<file path="src/rtl/rdbk_sweep_ctrl.sv">
// Readback sweep sequencer: idle-level precheck, then settles and samples each
// select code in a (possibly wrapping) range, packing the bits into a 16-bit result.
module rdbk_sweep_ctrl #(
    parameter int SETTLE_CYC = 2
) (
    input  logic        CK,
    input  logic        rst_n,
    input  logic        start_i,
    input  logic [3:0]  mode_i,
    input  logic [3:0]  first_i,
    input  logic [3:0]  last_i,
    output logic        busy_o,
    output logic [3:0]  sel_o,
    output logic [3:0]  mode_o,
    output logic [4:0]  grp_o,
    output logic        strobe_o,
    input  logic        rd_bit_i,
    output logic [15:0] data_o,
    output logic [4:0]  count_o,
    output logic        valid_o,
    input  logic        ready_i,
    output logic        err_o
);

    typedef enum logic [1:0] {
        S_IDLE   = 2'd0,
        S_PRECHK = 2'd1,
        S_CODE   = 2'd2,
        S_DONE   = 2'd3
    } state_t;

    localparam logic [3:0] SETTLE_LAST = 4'(SETTLE_CYC);
    localparam logic [4:0] GRP_PRECHK  = 5'b10000;

    state_t      r_state;
    logic        r_busy;
    logic [3:0]  r_sel;
    logic [3:0]  r_mode;
    logic [4:0]  r_grp;
    logic        r_strobe;
    logic [15:0] r_data;
    logic [4:0]  r_count;
    logic        r_valid;
    logic        r_err;
    logic [3:0]  r_ptr;
    logic [3:0]  r_last;
    logic [3:0]  r_settle;

    logic        w_phase_end;
    logic [3:0]  w_ptr_next;
    logic [15:0] w_bit_mask;
    logic [15:0] w_data_next;

    assign w_phase_end = (r_settle == SETTLE_LAST);
    assign w_ptr_next  = r_ptr + 4'd1;

    // One-hot slot for the code currently being captured (count never exceeds 15 here).
    generate
        for (genvar gi = 0; gi < 16; gi++) begin : g_mask
            assign w_bit_mask[gi] = (r_count[3:0] == 4'(gi));
        end
    endgenerate

    assign w_data_next = (r_data & ~w_bit_mask) | (rd_bit_i ? w_bit_mask : 16'h0000);

    always_ff @(posedge CK or negedge rst_n) begin
        if (!rst_n) begin
            r_state  <= S_IDLE;
            r_busy   <= 1'b0;
            r_sel    <= 4'd0;
            r_mode   <= 4'd0;
            r_grp    <= 5'd0;
            r_strobe <= 1'b0;
            r_data   <= 16'h0000;
            r_count  <= 5'd0;
            r_valid  <= 1'b0;
            r_err    <= 1'b0;
            r_ptr    <= 4'd0;
            r_last   <= 4'd0;
            r_settle <= 4'd0;
        end else begin
            case (r_state)
                S_IDLE: begin
                    if (start_i) begin
                        r_last   <= last_i;
                        r_ptr    <= first_i;
                        r_sel    <= first_i;
                        r_mode   <= mode_i;
                        r_grp    <= GRP_PRECHK;
                        r_strobe <= 1'b0;
                        r_data   <= 16'h0000;
                        r_count  <= 5'd0;
                        r_err    <= 1'b0;
                        r_settle <= 4'd0;
                        r_busy   <= 1'b1;
                        r_state  <= S_PRECHK;
                    end
                end
                S_PRECHK: begin
                    if (w_phase_end) begin
                        r_settle <= 4'd0;
                        if (!rd_bit_i) begin
                            // Path not idling high: abort with an empty result.
                            r_err    <= 1'b1;
                            r_grp    <= 5'd0;
                            r_sel    <= 4'd0;
                            r_mode   <= 4'd0;
                            r_strobe <= 1'b0;
                            r_valid  <= 1'b1;
                            r_state  <= S_DONE;
                        end else begin
                            r_strobe <= 1'b1;
                            r_sel    <= r_ptr;
                            r_state  <= S_CODE;
                        end
                    end else begin
                        r_settle <= r_settle + 4'd1;
                    end
                end
                S_CODE: begin
                    if (w_phase_end) begin
                        r_data   <= w_data_next;
                        r_count  <= r_count + 5'd1;
                        r_settle <= 4'd0;
                        if (r_ptr == r_last) begin
                            r_grp    <= 5'd0;
                            r_sel    <= 4'd0;
                            r_mode   <= 4'd0;
                            r_strobe <= 1'b0;
                            r_valid  <= 1'b1;
                            r_state  <= S_DONE;
                        end else begin
                            r_ptr <= w_ptr_next;
                            r_sel <= w_ptr_next;
                        end
                    end else begin
                        r_settle <= r_settle + 4'd1;
                    end
                end
                S_DONE: begin
                    if (ready_i) begin
                        r_valid <= 1'b0;
                        r_busy  <= 1'b0;
                        r_state <= S_IDLE;
                    end
                end
                default: r_state <= S_IDLE;
            endcase
        end
    end

    assign busy_o   = r_busy;
    assign sel_o    = r_sel;
    assign mode_o   = r_mode;
    assign grp_o    = r_grp;
    assign strobe_o = r_strobe;
    assign data_o   = r_data;
    assign count_o  = r_count;
    assign valid_o  = r_valid;
    assign err_o    = r_err;

endmodule
</file>
<file path="config.mk">
export PLATFORM = sky130hd
export DESIGN_NAME = rdbk_sweep_ctrl
export DESIGN_NICKNAME = d
export VERILOG_FILES = /design/src/rtl/rdbk_sweep_ctrl.sv
export SDC_FILE = /design/constraint.sdc
export NUM_CORES = 1
export LEC_CHECK = 0
export ABC_AREA = 1
export CAP_MARGIN = 20
export CORE_MARGIN = 2
export CORE_UTILIZATION = 49
export DETAILED_ROUTE_END_ITERATION = 12
export PLACE_DENSITY = 0.75
export SLEW_MARGIN = 20
export SYNTH_ARGS = -nofsm -noshare
export SYNTH_HDL_FRONTEND = slang
export SYNTH_SLANG_ARGS = --single-unit
</file>
<file path="constraint.sdc">
create_clock -name CK -period 3.35 [get_ports CK]
set_input_delay 0.67 -clock CK [delete_from_list [all_inputs] [get_ports CK]]
set_output_delay 0.67 -clock CK [all_outputs]
set_load 0.1 [all_outputs]
</file>
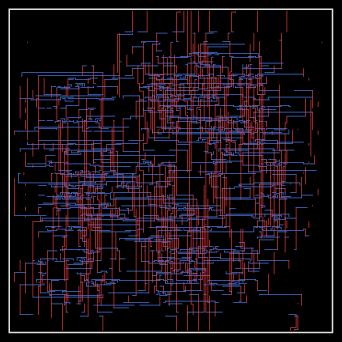
run_1/wires.png
(4 px per um) Only two layers are drawn.
Red shows metal 2, wire length 3000 um. Blue shows metal 1, wire length 2940 um.
Tot GR Track Use: 21.2%
WL final: 6400 um
wire per inst: 12.8 um
Vias: 2594

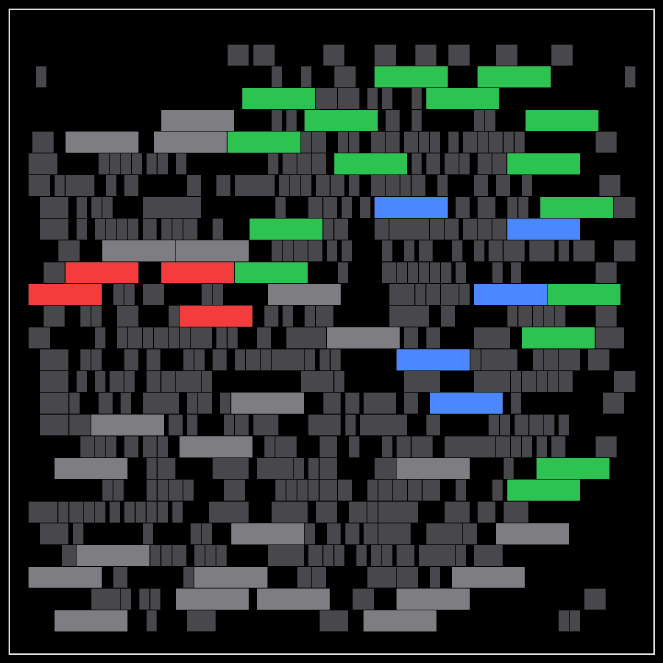
run_1/flops_by_reg.png
(8 px per um) Other sequential cells in the stronger gray, the rest of the logic in the fainter gray.
Blue shows count_o, flops 5. Green shows data_o, flops 16. Red shows sel_o, flops 4, where left middle.
Another 23 sequential cells are not colored.
final core utilization: 60.7%
register area: 1200 um^2
Seq power: 918 uW

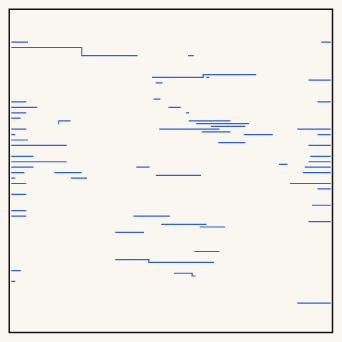
run_1/layer_met3.png
(4 px per um)
The layer carries 397 um of wire. The wires run mostly horizontal.
met3 usage: 4.16%

-- run 1: critical path, cell delays in order, from the launching register on --
cell	delay, ps
dfrtp_1	430
inv_1	90
ha_1	550
inv_1	240
o21ai_0	500
nand4_1	140
o21ai_0	100
-- run 1: cell usage in the layout, fill, tap and decap left out, drive strengths merged --
cell,netlist,layout
o22ai,2,2
xnor2,1,1
a31oi,1,1
clkbuf,2,6
xor2,4,4
o21ai,47,47
a21oi,18,18
nand2,123,123
o31ai,1,1
mux2i,1,1
nor3,1,1
o211ai,2,2
conb,1,4
inv,46,46
nand3,28,28
clkdlybuf4s50,0,15
buf,11,37
nand4,8,8
dfrtp,48,48
nor2,21,21
ha,11,11
clkinvlp,0,2
==> results.ini, run 1 <==
[placed_design]
gp_congestion = 0.875
dpl.hpwl_um = 4690
pre_cts_ws_ps = 983
port_buffers = 50

[yosys]
ys_top_cells_by_count = nand2_1 (119), dfrtp_1 (48), inv_1 (39), o21ai_0 (38), nand3_1 (27)
syn_area_per_cell_um2 = 7.59
netlist_instances = 377
xor_area_share_pct = 1.53
synthMostInstantiatedCell = nand2_1
top_area_share_pct = 42.0
yosysUniqueCellTypes = 34

[global_routing]
grt_pass1_vias = 2378
overflow = 0

[clock_network]
cts-htree-levels = 2
clk_pin_slew_worst_paths_ps = 90
cts_resized = 0
hold_buffers = 0

[pwr]
p_leak_uw = 0.00172
power.switching_uw = 2080
p_int_uw = 1510

[layout]
combGateArea_um2 = 1390
layout.nets = 454
comb_share_pct = 41.2
multi_input_comb_cells = 273
final_cells = 499

[worst_setup_path]
required_ps = 3580
worstPathMaxFanout = 13
r2r_cells = 6
reg2reg_from = r_state[0]
crit_path_end_kind = flop
r2r-end = r_settle[2]

[floorplanning]
ioPinCount = 55
nWellTaps = 72

[job]
warnings = 33

[run_status]
outcome = finished, final reports clean

[drt]
drtAntennaViolNets = 0

[final_timing]
slew_headroom_pct = 59.0
finalHoldViolCount = 0
setup_viol = 0

==> run 2, diff against run 1 <==
==> constraint.sdc (replaced) <==
create_clock -name CK -period 2.1 [get_ports CK]
set_input_delay 0.42 -clock CK [delete_from_list [all_inputs] [get_ports CK]]
set_output_delay 0.42 -clock CK [all_outputs]
set_load 0.1 [all_outputs]
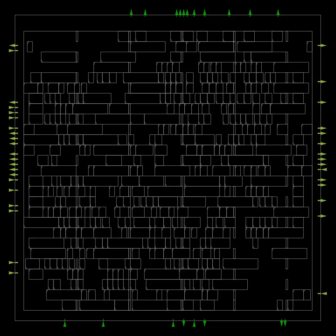
run_2/placement.png
fin cells: 504
final core utilization: 61.2%
Cell Rows: 27

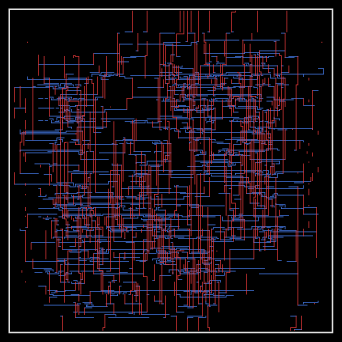
run_2/wires.png
(4 px per um) Only two layers are drawn.
Blue shows metal 1, wire length 2910 um. Red shows metal 2, wire length 2970 um.

==> run 2 against run 1 <==
Against the previous run:
- area after synthesis unchanged
- sequential share of layout area decreased by 0.31 points
- combinational power increased by 63%
- non-clock buffer count increased by 5
- critical path type unchanged
- critical endpoint is now grp_o[4]
- largest cell class unchanged
==> results.ini, run 2 <==
[worst_setup_path]
path_buffers = 3  ; +1
crit_path_end_kind = flop
r2r-end = grp_o[4]
start_kind = flop
crit_path_cell_trace = inv_1 > ha_1 > inv_2 > nor2_4 > inv_2 > nand2_4 > nor2_4 > nand2_4 > o21ai_0 > nand2_1
startpoint = r_state[0]
worstPathMaxFanout = 8  ; -5
crit_family = simple AND/OR/NAND/NOR gates
required_ps = 2300  ; -1280 ps
cp_slowest_cell = dfrtp_1
worstPathArrival_ps = 2110
cp_num_cells = 10  ; +4
reg2reg_from = r_state[0]
critical_path.max_stage_delay_ps = 450  ; -100 ps
ff2ff_setup_slack_ps = 190
r2r_cells = 10  ; +4

[yosys]
ys_top_cells_by_count = nand2_1 (119), dfrtp_1 (48), inv_1 (39), o21ai_0 (38), nand3_1 (27)
ys_area_um2 = 2860
synth-edff-count = 0
top_area_share_pct = 42.0  ; unchanged
netlist_instances = 377  ; unchanged
synth_area_um2 = 2860
synthTopCellsByArea = dfrtp_1 (42%), nand2_1 (16%), o21ai_0 (6.6%)
ys_ff = 48
syn_area_per_cell_um2 = 7.59  ; unchanged
synthMostInstantiatedCell = nand2_1
yosysUniqueCellTypes = 34  ; unchanged

[clock_network]
cts_resized = 0  ; unchanged
cts_tree = yes
numCtsBuffers = 5
clkSinkCount = 48
clk_pin_slew_worst_paths_ps = 90  ; about the same
hold_buffers = 0  ; unchanged
cts-htree-levels = 2  ; unchanged

[layout]
final_cell_mix = nand2_1 (119), dfrtp_1 (48), buf_4 (41)
largest_register_ffs = 16
diodes = 0
seqCellArea_um2 = 1200  ; unchanged
post-route-cell-area_um2 = 3410
combGateArea_um2 = 1390  ; unchanged
comb_share_pct = 40.8  ; -0.36 points
final_common_cell = nand2_1
drive_gt1_share_pct = 15.5
multi_input_comb_cells = 273  ; unchanged
layout.nets = 459  ; +1.1%
seq_cells = 48
nNonClkInverters = 46

[placed_design]
gp_congestion = 0.869  ; -0.67%
dpl.hpwl_um = 4730  ; +0.88%
dp.cells = 496
pre_cts_ws_ps = 212  ; -771 ps
port_buffers = 50  ; unchanged

[floorplanning]
ioPinCount = 55  ; unchanged
nWellTaps = 72  ; unchanged

[run_status]
outcome = finished, final reports clean

[global_routing]
grt_pass1_wl_um = 10600
top_usage_layer = met2
grt.met3_usage_pct = 4.27  ; +0.11 points
grt_use_met2_pct = 33.8
overflow = 0  ; unchanged
antenna_found_initial = 0
grt_pass1_vias = 2403  ; +1.1%
grtUsageTotal_pct = 20.8  ; -0.44 points

[final_timing]
fmax_mhz = 523
setup_viol = 0  ; unchanged
slew_headroom_pct = 58.3  ; -0.71 points
holdWs_ps = 199
fin_ws_ps = 188
fin_crit_ps = 1910
finalHoldViolCount = 0  ; unchanged

[pwr]
power_uw = 5790
power.switching_uw = 3350  ; +61%
powerSeq_uw = 1460  ; +59%
powerDensity_nw_per_um2 = 1700
p_leak_uw = 0.00175  ; +1.2%
p_int_uw = 2440  ; +61%
swShare_pct = 57.9

[drt]
drt_first_iter_violations = 126
routedWlPerCell_um = 12.5  ; -2.1%
drtAntennaViolNets = 0  ; unchanged
via_count = 2591  ; -0.12%
routed_wl_um = 6320  ; -1.1%

[job]
warnings = 33  ; unchanged

==> run 2: kinds of logic after synthesis <==
group / after synthesis / share of synthesized area [%]
flip-flops: 48 / 42.0
XOR/XNOR: 5 / 1.53
multiplexers: 1 / 0.350
adder cells (fa/ha/maj): 11 / 4.81
AND/OR/NAND/NOR: 181 / 28.1
AND-OR/OR-AND: 71 / 13.3
buffers and inverters: 59 / 9.79
other: 1 / 0.131
==> run 2: per-layer routing <==
layer | routed length, um | part of all wire [%] | vias to the layer above
li1 | - | - | 1315
met1 | 2910 | 46 | 1194
met2 | 2970 | 47 | 73
met3 | 367 | 5.8 | 9
met4 | 82 | 1.3 | 0
met5 | 0 | 0 | -
==> run 3, diff against run 2 <==
--- a/config.mk
+++ b/config.mk
@@ -15,3 +15,4 @@
 export SYNTH_ARGS = -nofsm -noshare
 export SYNTH_HDL_FRONTEND = slang
 export SYNTH_SLANG_ARGS = --single-unit
+export TNS_END_PERCENT = 50
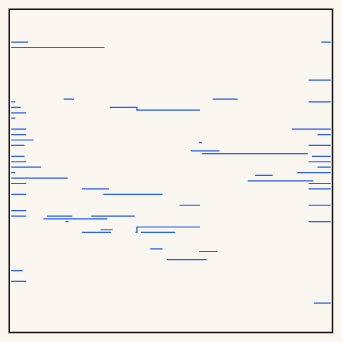
run_3/layer_met3.png
(4 px per um)
The layer holds 5.8% of the routed length. The longest straight run is 26.2 um. 51 nets have wire on it. The layer carries 368 um of wire.
met3 usage: 4.27%
Vias: 2591
WL final: 6320 um

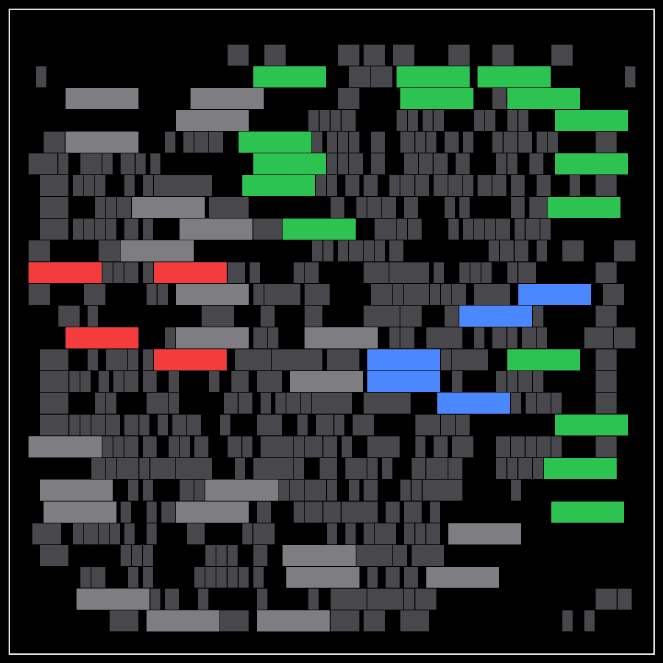
run_3/flops_by_reg.png
(8 px per um) Other sequential cells in the stronger gray, the rest of the logic in the fainter gray.
Blue shows count_o, flops 5, where right middle. Red shows sel_o, flops 4, where left middle. Green shows data_o, flops 16.
Another 23 sequential cells are not colored.

==> run 3 against run 2 <==
Against the previous run:
- global-route usage unchanged
- combinational power about the same
- power unchanged
- synthesized cell count unchanged
- setup slack unchanged
- critical endpoint unchanged
- largest cell class unchanged
==> results.ini, run 3 <==
[clock_network]
cts_resized = 0  ; unchanged
numCtsBuffers = 5  ; unchanged
cts_tree = yes
cts-htree-levels = 2  ; unchanged
clk_pin_slew_worst_paths_ps = 90  ; about the same
cts_buffer_depth = 2
hold_buffers = 0  ; unchanged
clkSinkCount = 48  ; unchanged

[global_routing]
grt_pass1_vias = 2403  ; unchanged
grtUsageTotal_pct = 20.8  ; unchanged
antenna_found_initial = 0  ; unchanged
grt_pass1_wl_um = 10600  ; unchanged

[yosys]
ys_top_logic_family = simple AND/OR/NAND/NOR gates
synth_top_flop_cell = dfrtp_1
synthAdderAreaFrac_pct = 4.81  ; unchanged
synth-edff-count = 0  ; unchanged
compound_area_share_pct = 13.3  ; unchanged
netlist_instances = 377  ; unchanged
ys_ff = 48  ; unchanged
ys_sh_mux_pct = 0.350  ; unchanged
top_area_share_pct = 42.0  ; unchanged
synth_area_um2 = 2860  ; unchanged
simple_gate_share_pct = 28.1  ; unchanged
xor_area_share_pct = 1.53  ; unchanged
ys_area_um2 = 2860  ; unchanged
synthMostInstantiatedCell = nand2_1
synthTopCellsByArea = dfrtp_1 (42%), nand2_1 (16%), o21ai_0 (6.6%)
yosysUniqueCellTypes = 34  ; unchanged
syn_area_per_cell_um2 = 7.59  ; unchanged
ys_top_cells_by_count = nand2_1 (119), dfrtp_1 (48), inv_1 (39), o21ai_0 (38), nand3_1 (27)

[final_timing]
setup_viol = 0  ; unchanged
holdWs_ps = 199  ; unchanged
fin_crit_ps = 1910  ; unchanged
fin_ws_ps = 188  ; unchanged
finalHoldViolCount = 0  ; unchanged
slew_headroom_pct = 58.3  ; unchanged
fmax_mhz = 523  ; unchanged

[layout]
combGateArea_um2 = 1390  ; unchanged
post-route-cell-area_um2 = 3410  ; unchanged
largest_register_ffs = 16  ; unchanged
seqCellArea_um2 = 1200  ; unchanged
final_cells = 504  ; unchanged
final_common_cell = nand2_1
diodes = 0  ; unchanged
layout.nets = 459  ; unchanged
fin_util_pct = 61.2  ; unchanged
final_cell_mix = nand2_1 (119), dfrtp_1 (48), buf_4 (41)
drive_gt1_share_pct = 15.5  ; unchanged

[placed_design]
dpl.hpwl_um = 4730  ; unchanged
pre_cts_ws_ps = 212  ; unchanged
dp.cells = 496  ; unchanged
gp_congestion = 0.869  ; unchanged
port_buffers = 50  ; unchanged

[worst_setup_path]
path_buffers = 3  ; unchanged
ff2ff_setup_slack_ps = 190  ; about the same
cp_slowest_cell = dfrtp_1
crit_path_end_kind = flop
worstPathMaxFanout = 8  ; unchanged
cp_num_cells = 10  ; unchanged
crit_path_cell_trace = inv_1 > ha_1 > inv_2 > nor2_4 > inv_2 > nand2_4 > nor2_4 > nand2_4 > o21ai_0 > nand2_1
reg2reg_from = r_state[0]
crit_family = simple AND/OR/NAND/NOR gates
r2r-end = grp_o[4]
r2r_cells = 10  ; unchanged
critical_path.max_stage_delay_ps = 450  ; about the same
worstPathArrival_ps = 2110  ; about the same
required_ps = 2300  ; about the same
startpoint = r_state[0]
start_kind = flop
criticalPathCategory = flop to flop

[drt]
vias_per_cell = 5.14
routedWlPerCell_um = 12.5  ; unchanged
drtAntennaViolNets = 0  ; unchanged
drt_first_iter_violations = 126  ; unchanged

[job]
maxCapViolCount = 0
warnings = 33  ; unchanged

[floorplanning]
core_region_area_um2 = 5570
rows = 27  ; unchanged
ioPinCount = 55  ; unchanged

[pwr]
power_uw = 5790  ; unchanged
powerDensity_nw_per_um2 = 1700  ; unchanged
p_leak_uw = 0.00175  ; unchanged

[run_status]
outcome = finished, final reports clean

[run 3: report_power, final]
group / total, uW / leakage (uW) / switching [uW] / internal (uW)
sequential: 1460 / 0.000631 / 244 / 1220
clock: 571 / 0.0000404 / 334 / 236
combinational: 3760 / 0.00107 / 2770 / 984
[run 3: cell type report]
class,count,share of cell area (%)
multi-input combinational,273,40.8
sequential,48,35.2
timing repair buffer,57,13.6
inverter,46,5.06
tap,72,2.64
clock buffer,5,2.02
clock inverter,3,0.697
[run 3: metal layers]
layer  up-vias  global-route usage, %  routed length, um
met5         -                      0                  0
met3         9                   4.27                367
met2        73                   33.8               2970
met4         0                   7.80                 82
li1       1315                      -                  -
met1      1194                   27.3               2910
No activity file was given, so power comes from the tool's default toggle rates.
